$ cat src/rtl/mem_arbiter.sv
`default_nettype none
// ============================================================================
// Module      : mem_arbiter
// Description : Two-port arbiter for the CPU's single unified instruction and
//               data memory. The CPU and an external port (program loader or
//               DMA) each have a req/ready handshake. Ties are resolved by
//               fixed CPU priority or by round-robin, selected by parameter.
//               One access is in flight at a time. Each access holds mem_en
//               for MEM_LATENCY cycles and is followed by a one-cycle ready
//               pulse to the winning requester.
//
// Parameters  : AW           - address width
//               DW           - data width
//               MEM_LATENCY  - cycles mem_en is held per access (>= 1)
//               CPU_PRIORITY - 1: CPU wins every tie; 0: round-robin
//
// Ports       : clk, reset                  - clock and async active-high reset
//               cpu_req/we/addr/wdata       - CPU request side
//               cpu_rdata, cpu_ready        - CPU read data and completion
//               ext_req/we/addr/wdata       - external request side
//               ext_rdata, ext_ready        - external read data and completion
//               mem_en/we/addr/wdata        - latched memory strobes and data
//               mem_rdata                   - memory read data (last BUSY cycle)
//               busy                        - high while an access is in flight
//               owner                       - current/last grant (0 CPU, 1 ext)
//
// Revision    : 1.0 - initial release
// ============================================================================
module mem_arbiter #(
    parameter int AW           = 32,
    parameter int DW           = 32,
    parameter int MEM_LATENCY  = 1,
    parameter int CPU_PRIORITY = 0
) (
    input  logic          clk,
    input  logic          reset,
    input  logic          cpu_req,
    input  logic          cpu_we,
    input  logic [AW-1:0] cpu_addr,
    input  logic [DW-1:0] cpu_wdata,
    output logic [DW-1:0] cpu_rdata,
    output logic          cpu_ready,
    input  logic          ext_req,
    input  logic          ext_we,
    input  logic [AW-1:0] ext_addr,
    input  logic [DW-1:0] ext_wdata,
    output logic [DW-1:0] ext_rdata,
    output logic          ext_ready,
    output logic          mem_en,
    output logic          mem_we,
    output logic [AW-1:0] mem_addr,
    output logic [DW-1:0] mem_wdata,
    input  logic [DW-1:0] mem_rdata,
    output logic          busy,
    output logic          owner
);

    localparam int                 c_CNT_W    = (MEM_LATENCY > 1) ? $clog2(MEM_LATENCY) : 1;
    localparam logic [c_CNT_W-1:0] c_CNT_INIT = c_CNT_W'(MEM_LATENCY - 1);

    localparam logic [1:0] c_ST_IDLE = 2'd0;
    localparam logic [1:0] c_ST_BUSY = 2'd1;
    localparam logic [1:0] c_ST_RESP = 2'd2;

    logic [1:0]         r_state;
    logic [1:0]         w_state_next;
    logic [c_CNT_W-1:0] r_cnt;
    logic               r_owner;
    logic               r_mem_en;
    logic               r_mem_we;
    logic [AW-1:0]      r_mem_addr;
    logic [DW-1:0]      r_mem_wdata;
    logic [DW-1:0]      r_cpu_rdata;
    logic [DW-1:0]      r_ext_rdata;
    logic               r_cpu_ready;
    logic               r_ext_ready;

    logic               w_any_req;
    logic               w_grant_ext;
    logic               w_start;
    logic               w_last;

    assign w_any_req = cpu_req | ext_req;

    // External port wins when it is alone, or on a round-robin tie when the
    // CPU held the previous grant. With CPU priority the CPU takes every tie.
    assign w_grant_ext = ext_req & (~cpu_req | ((CPU_PRIORITY == 0) & ~r_owner));

    assign w_start = (r_state == c_ST_IDLE) & w_any_req;
    assign w_last  = (r_state == c_ST_BUSY) & (r_cnt == '0);

    // ------------------------------------------------------------------
    // State register
    // ------------------------------------------------------------------
    always_ff @(posedge clk or posedge reset) begin
        if (reset) begin
            r_state <= c_ST_IDLE;
        end else begin
            r_state <= w_state_next;
        end
    end

    // ------------------------------------------------------------------
    // Next-state logic
    // ------------------------------------------------------------------
    always_comb begin
        w_state_next = r_state;
        case (r_state)
            c_ST_IDLE: if (w_any_req) w_state_next = c_ST_BUSY;
            c_ST_BUSY: if (r_cnt == '0) w_state_next = c_ST_RESP;
            c_ST_RESP: w_state_next = c_ST_IDLE;
            default:   w_state_next = c_ST_IDLE;
        endcase
    end

    // ------------------------------------------------------------------
    // Datapath: grant latching, latency counter, read capture, ready pulse
    // ------------------------------------------------------------------
    always_ff @(posedge clk or posedge reset) begin
        if (reset) begin
            r_cnt       <= '0;
            r_owner     <= 1'b1;   // makes the CPU the first round-robin winner
            r_mem_en    <= 1'b0;
            r_mem_we    <= 1'b0;
            r_mem_addr  <= '0;
            r_mem_wdata <= '0;
            r_cpu_rdata <= '0;
            r_ext_rdata <= '0;
            r_cpu_ready <= 1'b0;
            r_ext_ready <= 1'b0;
        end else begin
            // Ready is high only in the cycle after the last BUSY cycle.
            r_cpu_ready <= w_last & ~r_owner;
            r_ext_ready <= w_last & r_owner;

            if (w_start) begin
                r_owner     <= w_grant_ext;
                r_mem_addr  <= w_grant_ext ? ext_addr  : cpu_addr;
                r_mem_wdata <= w_grant_ext ? ext_wdata : cpu_wdata;
                r_mem_we    <= w_grant_ext ? ext_we    : cpu_we;
                r_mem_en    <= 1'b1;
                r_cnt       <= c_CNT_INIT;
            end else if (r_state == c_ST_BUSY) begin
                if (r_cnt != '0) begin
                    r_cnt <= r_cnt - 1'b1;
                end else begin
                    if (!r_mem_we) begin
                        if (r_owner) begin
                            r_ext_rdata <= mem_rdata;
                        end else begin
                            r_cpu_rdata <= mem_rdata;
                        end
                    end
                    r_mem_en <= 1'b0;
                    r_mem_we <= 1'b0;
                end
            end
        end
    end

    assign cpu_rdata = r_cpu_rdata;
    assign ext_rdata = r_ext_rdata;
    assign cpu_ready = r_cpu_ready;
    assign ext_ready = r_ext_ready;
    assign mem_en    = r_mem_en;
    assign mem_we    = r_mem_we;
    assign mem_addr  = r_mem_addr;
    assign mem_wdata = r_mem_wdata;
    assign busy      = (r_state != c_ST_IDLE);
    assign owner     = r_owner;

endmodule
`default_nettype wire

$ cat config.mk
export PLATFORM = sky130hd
export DESIGN_NAME = mem_arbiter
export DESIGN_NICKNAME = d
export VERILOG_FILES = /design/src/rtl/mem_arbiter.sv
export SDC_FILE = /design/constraint.sdc
export NUM_CORES = 1
export LEC_CHECK = 0
export ABC_AREA = 1
export CAP_MARGIN = 20
export CORE_ASPECT_RATIO = 1.4
export CORE_MARGIN = 4
export CORE_UTILIZATION = 35
export DETAILED_ROUTE_END_ITERATION = 8
export PLACE_DENSITY_LB_ADDON = 0.3
export SKIP_LAST_GASP = 1
export SYNTH_ARGS = -nofsm -noshare
export SYNTH_HDL_FRONTEND = slang
export SYNTH_SLANG_ARGS = --single-unit
$ cat constraint.sdc
create_clock -name clk -period 7.7 [get_ports clk]
set_input_delay 0.77 -clock clk [delete_from_list [all_inputs] [get_ports clk]]
set_output_delay 0.77 -clock clk [all_outputs]
set_load 0.005 [all_outputs]
Run 1, M1 wires:
Cells faint in the background.
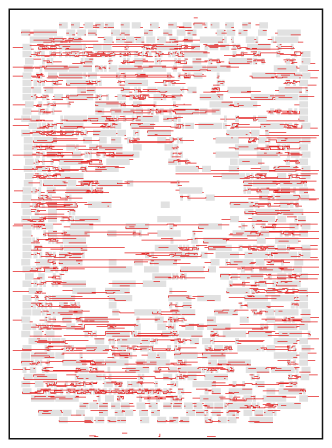
main direction: horizontal
wire length on this layer: 7090 microns
share of all routed wire: 39%
longest straight run: 50.1 microns
met1 capacity usage during global routing: 22.2%
final wirelength: 18400 microns
vias post-DR: 5795

Run 1, M2 wires:
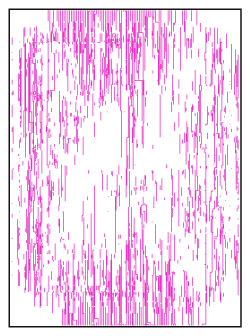
longest straight run: 58.8 microns
share of all routed wire: 50%
wire length on this layer: 9190 microns
nets with wire on the layer: 930
routing usage on met2: 32.3%

Run 1, met3 routing:
Cells faint in the background.
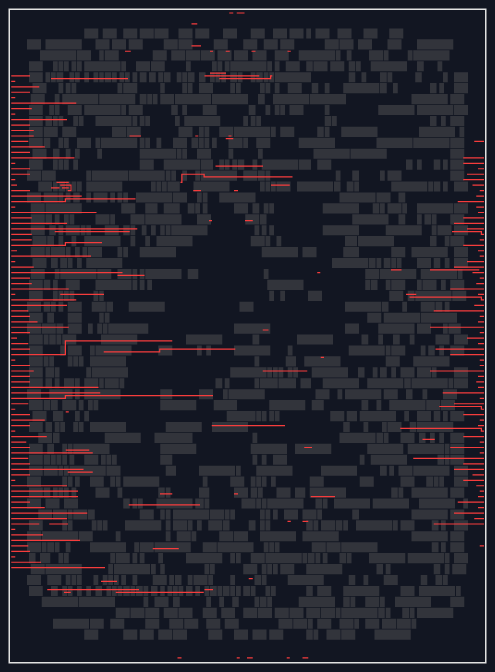
share of all routed wire: 8.2%
main direction: horizontal
nets with wire on the layer: 193
wire length on this layer: 1500 microns
longest straight run: 36.6 microns
GR Util met3: 5.82%

## run 1: state kept, by name (all words and copies together), names as in the netlist
| register | count |
|---|---|
| cpu_rdata | 32 |
| cpu_ready | 1 |
| ext_rdata | 32 |
| ext_ready | 1 |
| mem_addr | 32 |
| mem_en | 1 |
| mem_wdata | 32 |
| mem_we | 1 |
| owner | 1 |
| r_state | 2 |
## run 1: logic make-up (layout without fill, tap and decap cells)
group,after synthesis,after routing,share of synthesized area [%]
other,0,1,0
flip-flops,135,135,56.8
AND/OR/NAND/NOR,465,465,31.0
buffers and inverters,86,379,6.54
AND-OR/OR-AND,66,66,5.62
## run 1: cells in the final DEF, fill, tap and decap left out
master	count
o21ai_4	1
dfrtp_1	134
o21ai_0	65
inv_1	37
clkdlybuf4s50_1	298
buf_4	7
inv_8	2
nand3_1	66
buf_16	1
inv_6	6
nand2_2	2
inv_2	1
dfstp_2	1
buf_12	1
clkbuf_16	17
clkinv_2	1
diode_2	1
buf_2	1
nor2_1	3
clkinvlp_4	3
nand4_2	2
clkinv_8	1
clkinv_4	3
nand2_1	392
## run 1: power by group
part,switching [mW],internal [mW]
clock network,0.338,0.425
registers,0.184,1.06
logic,0.706,0.853
total,1.23,2.34
## run 1: worst max-delay path: stages
cell and delay (ns):
clkdlybuf4s50_1 0.47, nand2_2 0.08, buf_4 0.54, nand2_2 0.43, buf_4 0.40, nand2_1 0.12, nand2_1 0.07, nand2_1 0.06
nand2_1 0.05
## run 1: through the flow
step           std cells  area [sq um]  hold slack [ns]
2_1_floorplan        752          5950            0.472
3_3_place_gp        1214          9020            0.460
3_5_place_dp        1215          9040            0.464
4_1_cts             1247          9600            0.482
5_1_grt             1249          9630            0.488
6_report            1249          9630            0.476
==> run notes, run 1 <==
The flow completed. The run finished with clean final reports. Routability congestion estimate from global placement landed at between 0.7 and 0.8. Summing all flip-flop and latch instances after layout gives 0.00338 sq mm. Worst setup slack after placement landed at between 4 and 5 ns.

Multi-input combinational cell area landed at 0.00219 sq mm. Sum of internal, switching and leakage power landed at ~3.6 mW. Setup violations remaining at the end of the flow were counted as 0. The worst hold path terminates at mem_addr[8].

The final design was reported to hold multi-input combinational gates totalling 531. Maximum vdd drop landed at 0.000286 V. TritonCTS built the clock tree. Across every metal layer, demand over resource in global routing totals 19.0%.

The worst register-to-register path begins at owner. The critical path is of the input port to register type. Buffers added to address setup during post-CTS repair amount to 0. Signal routing reaches up to met4. In this run the deepest clock path goes through 2 buffers. Dividing total power by cell area gives a power density of between 300 and 400 mW/mm^2.

In this run the cell area of the synthesized design comes to 0.00595 sq mm. Post-synth the commonest register cell is dfrtp_1. Post-synthesis instance total landed at 752. The post-route utilization of the core is recorded as 57.5%.

Number of global-route vias before repair landed at about 5.7k. Total congestion overflow landed at 0. The worst hold path belongs to the class register to register. The commonest cells after synthesis are 394 x nand2_1, 134 x dfrtp_1, 66 x nand3_1. Detailed routing placed a total of approximately 9200 microns of wire on met2. Met3 routed wirelength landed at 1500 microns. The critical path endpoint has a required time of 7.99 ns.

The power report puts the leakage power at 4.77 nW. Clock sink count landed at about 140. Between the synthesized netlist and the finished layout, the area growth was recorded as 61.9%.

Number of distinct library cells after synthesis landed at 14. Total number of yosys warnings landed at 0. Count of standard-cell rows landed at 56. Well tap count landed at 203.

Setup slack of the critical path after layout landed at 4.96 ns. Total of max-cap violations landed at 0. Of the available clock period, the critical path in the final layout requires 35.5%.

The layout summary lists the proportion of cells stronger than drive strength 1 as 4.78%. The critical path starts at cpu_req. Sequential-to-total area share from yosys stat landed at 56.8%. The violation tally recorded at the end of detailed-routing iteration 0 is 392.

In the Yosys report the total cell count is 752. In the final layout, flip-flops and latches take up 35.1% of the cell area. Number of resized instances in the post-cts repair step landed at 0.

The pin closest to its max-slew limit shows a slew of 0.736 ns. Clock tree buffer count of the final layout landed at 17. In this run the worst path has a maximum fanout of 66. In the final report, the number of hold violations comes to 0.

The synthesis stats list as the most numerous cell nand2_1. In this run the count of I/O pins placed on the die edge is about 300. The die is 162 microns tall.

Fraction of area in non-clock buffers landed at 32.1%. Setup repair after global routing left no endpoint under its margin. Looking at the area split, the leading class of cells is sequential cells. Number of enable-type register cells in the synthesized netlist landed at 0.

The final max-slew violation count recorded for this run is 0. Layout net count landed at approximately 1.2k. Clock slew at the register clock pins of the worst setup and hold paths landed at 0.06 ns. The first global-routing pass estimated 29200 microns of wire.

After detailed routing, the number of remaining DRC violations is 0. Upper clock frequency limit landed at 366 MHz. According to the Yosys statistics, the synthesized design has a chip area of 0.00595 sq mm.

Worst setup slack for register-to-register paths landed at 5.34 ns. Synthesis inferred between 100 and 150 register bits. Area fraction of the dominant cell type after synthesis landed at 56.4%. Post-synth net total landed at between 900 and 1k. After floorplanning, the die was sized to cover 0.0192 sq mm. CTS buffer count landed at 17. Effective utilization at floorplan landed at 35.5%. Antenna diode count landed at 1. Remaining antenna violation count after routing landed at 0. Proportion of register bits with asynchronous set or reset after synthesis landed at 100%. Worst-skew pair later-pin latency landed at 0.40 ns. Looking at the clock tree report, the H-tree level count equals 4. Count of inverters not on the clock network in the layout landed at 39. Detailed placement finished with a half-perimeter wire length of 13100 microns. The worst setup path is captured at a register.

Per the slew report, the remaining headroom to the max-slew limit stands at about half. After global routing, the most crowded layer is met2. For this block, wires on met1 add up to 7090 microns. STA lists the endpoint of the worst register-to-register path as mem_wdata[17]. Final critical delay including setup and external delays landed at 2.74 ns.

In the final layout, excluding clock buffers the buffer count is 308. Synthesized area divided by synthesized cell count landed at 7.91 sq um. The most critical setup path has its endpoint at mem_wdata[17]. Quantity of I/O buffers inserted on ports landed at between 200 and 300. Per-cell routed wire length landed at 14.7 microns.
Run 1, signal wires on met4:
The bar under the picture is 20 microns long. Cells faint in the background.
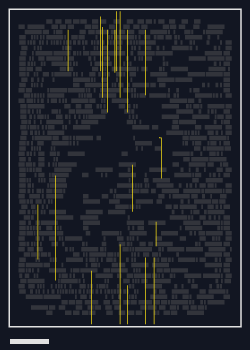

==> run 1 -> run 2 <==
==> constraint.sdc (replaced) <==
create_clock -name clk -period 2.8 [get_ports clk]
set_input_delay 0.28 -clock clk [delete_from_list [all_inputs] [get_ports clk]]
set_output_delay 0.28 -clock clk [all_outputs]
set_load 0.005 [all_outputs]
Run 2, signal wires on met4:
The bar under the picture is 20 microns long. Cells faint in the background.
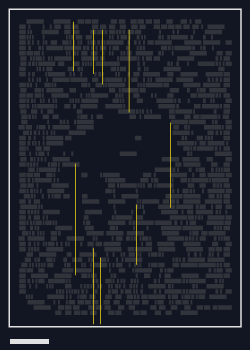
wire length on this layer: 322 microns
share of all routed wire: 1.8%
longest straight run: 57.1 microns
main direction: vertical
final wirelength: 18400 microns
vias post-DR: 5747

Run 2, M2 wires:
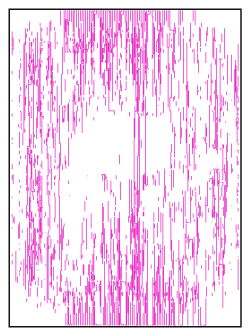
wire length on this layer: 9450 microns
nets with wire on the layer: 914
longest straight run: 46.6 microns
routing usage on met2: 33.9%

==> run 2 against run 1 <==
  * Sequential power increased to 2.8 times the previous value
  * Power increased to 2.8 times the previous value
  * Sequential cell count unchanged
  * Sequential share of layout area decreased by 0.17 points
  * Routed wire length increased by 0.13%
  * First-iteration DRC count decreased by 21%
  * Combinational power increased to 2.7 times the previous value
  * Largest power group unchanged
==> run notes, run 2 <==
The flow completed. The run finished with clean final reports. The worst setup path is captured at an output pin. For reference, the critical path is captured by busy.

Per-cell routed wire length landed at 14.7 microns (+0.13%). The violation count after the first detailed-routing iteration was 310 (-21%). The fraction of final layout cells sized beyond drive strength 1 was 4.88% (+0.091 points). Wire length of the first global-routing pass landed at 29000 microns (-0.68%).

Peak fanout along the critical path landed at 4 (-94%). STA lists the startpoint of the worst register-to-register path as r_state[0]. Routability congestion estimate from global placement landed at 0.790 (+2.1%). Counting instances in the post-synthesis netlist gives the leading cell types as 394 x nand2_1, 134 x dfrtp_1, 66 x nand3_1. The maximum vdd drop is 0.000395 V (+38%). The number of global-route vias before repair came to 5638 (-0.30%). The cell total in the yosys stat output is 752 (unchanged). The final setup violation count is 0 (unchanged).

Post-synthesis sequential element count landed at 135 (unchanged). Setup repair after global routing left no endpoint under its margin. The number of distinct library cells after synthesis was 14 (unchanged). Clock tree buffer depth landed at 2 (unchanged). The height of the die came to 162 microns (unchanged). The clock sink count was 135 (unchanged). The critical path is of the register to output pin type.

The power density of the placed cells was 1030 mW/mm^2 (+180%). Area of all placed cells without fillers landed at 0.00968 sq mm (+0.49%). The leakage power is 4.80 nW (+0.62%). Setup slack of the critical path after layout landed at 0.738 ns (-4.23 ns). Estimated wirelength of the detail-placed design landed at 13100 microns (+0.53%). Total of max-cap violations landed at 0 (unchanged).

Transition time at the pin with the least slew margin landed at 0.720 ns (-0.0160 ns). The synthesized area divided by synthesized cell count is 7.91 sq um (unchanged). Multi-input combinational cell area landed at 0.00219 sq mm (unchanged).

Final hold slack landed at 0.431 ns (-0.0450 ns). The relative max-transition margin was 52.0% (+1.1 points). The total placed cells including tap cells is 1217 (+0.16%). The count of standard-cell rows was 56 (unchanged). The total number of yosys warnings is 0 (unchanged). Final critical delay including setup and external delays landed at 2.06 ns. Post-layout utilization of the core landed at 57.8% (+0.28 points). Sequential-to-total area share from yosys stat landed at 56.8% (unchanged). Upper clock frequency limit landed at 485 MHz. The total congestion overflow is 0 (unchanged). The final timing summary puts the cycle share of the worst path at about three quarters. Synthesized area landed at 0.00595 sq mm (unchanged). The layout net count is 1199 (+0.083%).

The effective utilization at floorplan came to 35.5% (unchanged). Sum of internal, switching and leakage power landed at 10.0 mW (+180%). Post-synth net total landed at 918 (unchanged). The count of final max-slew check failures came to 0 (unchanged). The total cell area at the placement stage is 0.00906 sq mm (+0.29%). The yosys-reported design area after synthesis is 0.00595 sq mm (unchanged). OpenSTA lists the critical path startpoint as r_state[0]. The most frequently used library cell after synthesis is nand2_1.

Number of resized instances in the post-cts repair step landed at 0 (unchanged). The quantity of I/O buffers inserted on ports was 299 (unchanged). The count of H-tree levels built during CTS came to 4 (unchanged). Total of hold buffers inserted after clock tree synthesis landed at 0. The antenna diode count was 0 (-1). Total count of hold-check failures in the final report landed at 0 (unchanged). Area growth from synthesis to final layout landed at 62.7%. The clock slew at the register clock pins of the worst setup and hold paths was 0.06 ns (about the same). Number of enable-type register cells in the synthesized netlist landed at 0 (unchanged).

By instance count after routing, the leading logic cell types are 392 x nand2_1, 298 x clkdlybuf4s50_1, 134 x dfrtp_1. The remaining antenna violation count after routing was 0 (unchanged). Total routing resource utilization after global routing landed at 19.0% (-0.023 points). TritonCTS built the clock tree. Area fraction of the dominant cell type after synthesis landed at 56.4% (unchanged). Worst-skew pair later-pin latency landed at 0.41 ns (about the same). The min-delay analysis places its worst path in the category input port to async pin. The capture point of the worst register-to-register path is recorded as mem_wdata[12]. Worst setup slack after placement landed at 0.914 ns (-3.61 ns). The CTS buffer count was 17 (unchanged). The worst setup slack for register-to-register paths was 1.01 ns (-4.33 ns). Register area landed at 0.00338 sq mm (unchanged). The residual DRC count was 0 (unchanged). Count of pins on the block boundary landed at 300 (unchanged). Post-synthesis instance total landed at 752 (unchanged). The most used flip-flop cell after synthesis is dfrtp_1.
[run 2: cell counts after synthesis]
Identical to the previous run, type by type.
[run 2: cells by family (layout without fill, tap and decap cells)]
| family | Yosys count | count (layout) | share of synthesized area [%] |
|---|---|---|---|
| buf+inv | 86 | 380 | 6.54 |
| compound gates | 66 | 66 | 5.62 |
| simple gates | 465 | 465 | 31.0 |
| flops | 135 | 135 | 56.8 |
[run 2: worst max-delay path: stages (launching register included)]
cell,delay (ns)
dfrtp_1,0.42
nor2_1,0.38
inv_1,0.09
clkdlybuf4s50_1,0.49
[run 2: power by group]
part           switching (mW)  internal, mW  total [mW]
clock                   0.912          1.39        2.30
combinational            1.93          2.35        4.28
sequential              0.520          2.91        3.43
[run 2: final cells by class]
| cell class | instances | area share (%) |
|---|---|---|
| clock buffer | 19 | 4.68 |
| sequential | 135 | 34.9 |
| tap | 203 | 2.62 |
| timing repair buffer | 309 | 31.9 |
| inverter | 39 | 1.55 |
| clock inverter | 13 | 1.66 |
| multi-input combinational | 531 | 22.7 |
[run 2: metal layers]
metal	routed length [microns]	global-route usage, %
met5	0	0
met3	1490	7.11
met2	9450	33.9
met4	321	6.19
met1	7130	20.9
[run 2: worst min path at each step]
| stage | startpoint | end | slack (ns) | cells after the start |
|---|---|---|---|---|
| after CTS | ext_req | mem_addr[16] | 0.43 | 5 |
| after detailed placement | mem_addr[11] | mem_addr[11] | 0.46 | 2 |
| after global routing | mem_rdata[19] | cpu_rdata[19] | 0.44 | 3 |
| final | reset | ext_rdata[5] | 0.43 | 3 |
| after floorplan | mem_rdata[30] | cpu_rdata[30] | 0.44 | 2 |
| after global placement | mem_addr[24] | mem_addr[24] | 0.46 | 2 |
Power is estimated from default activity; no workload was simulated.
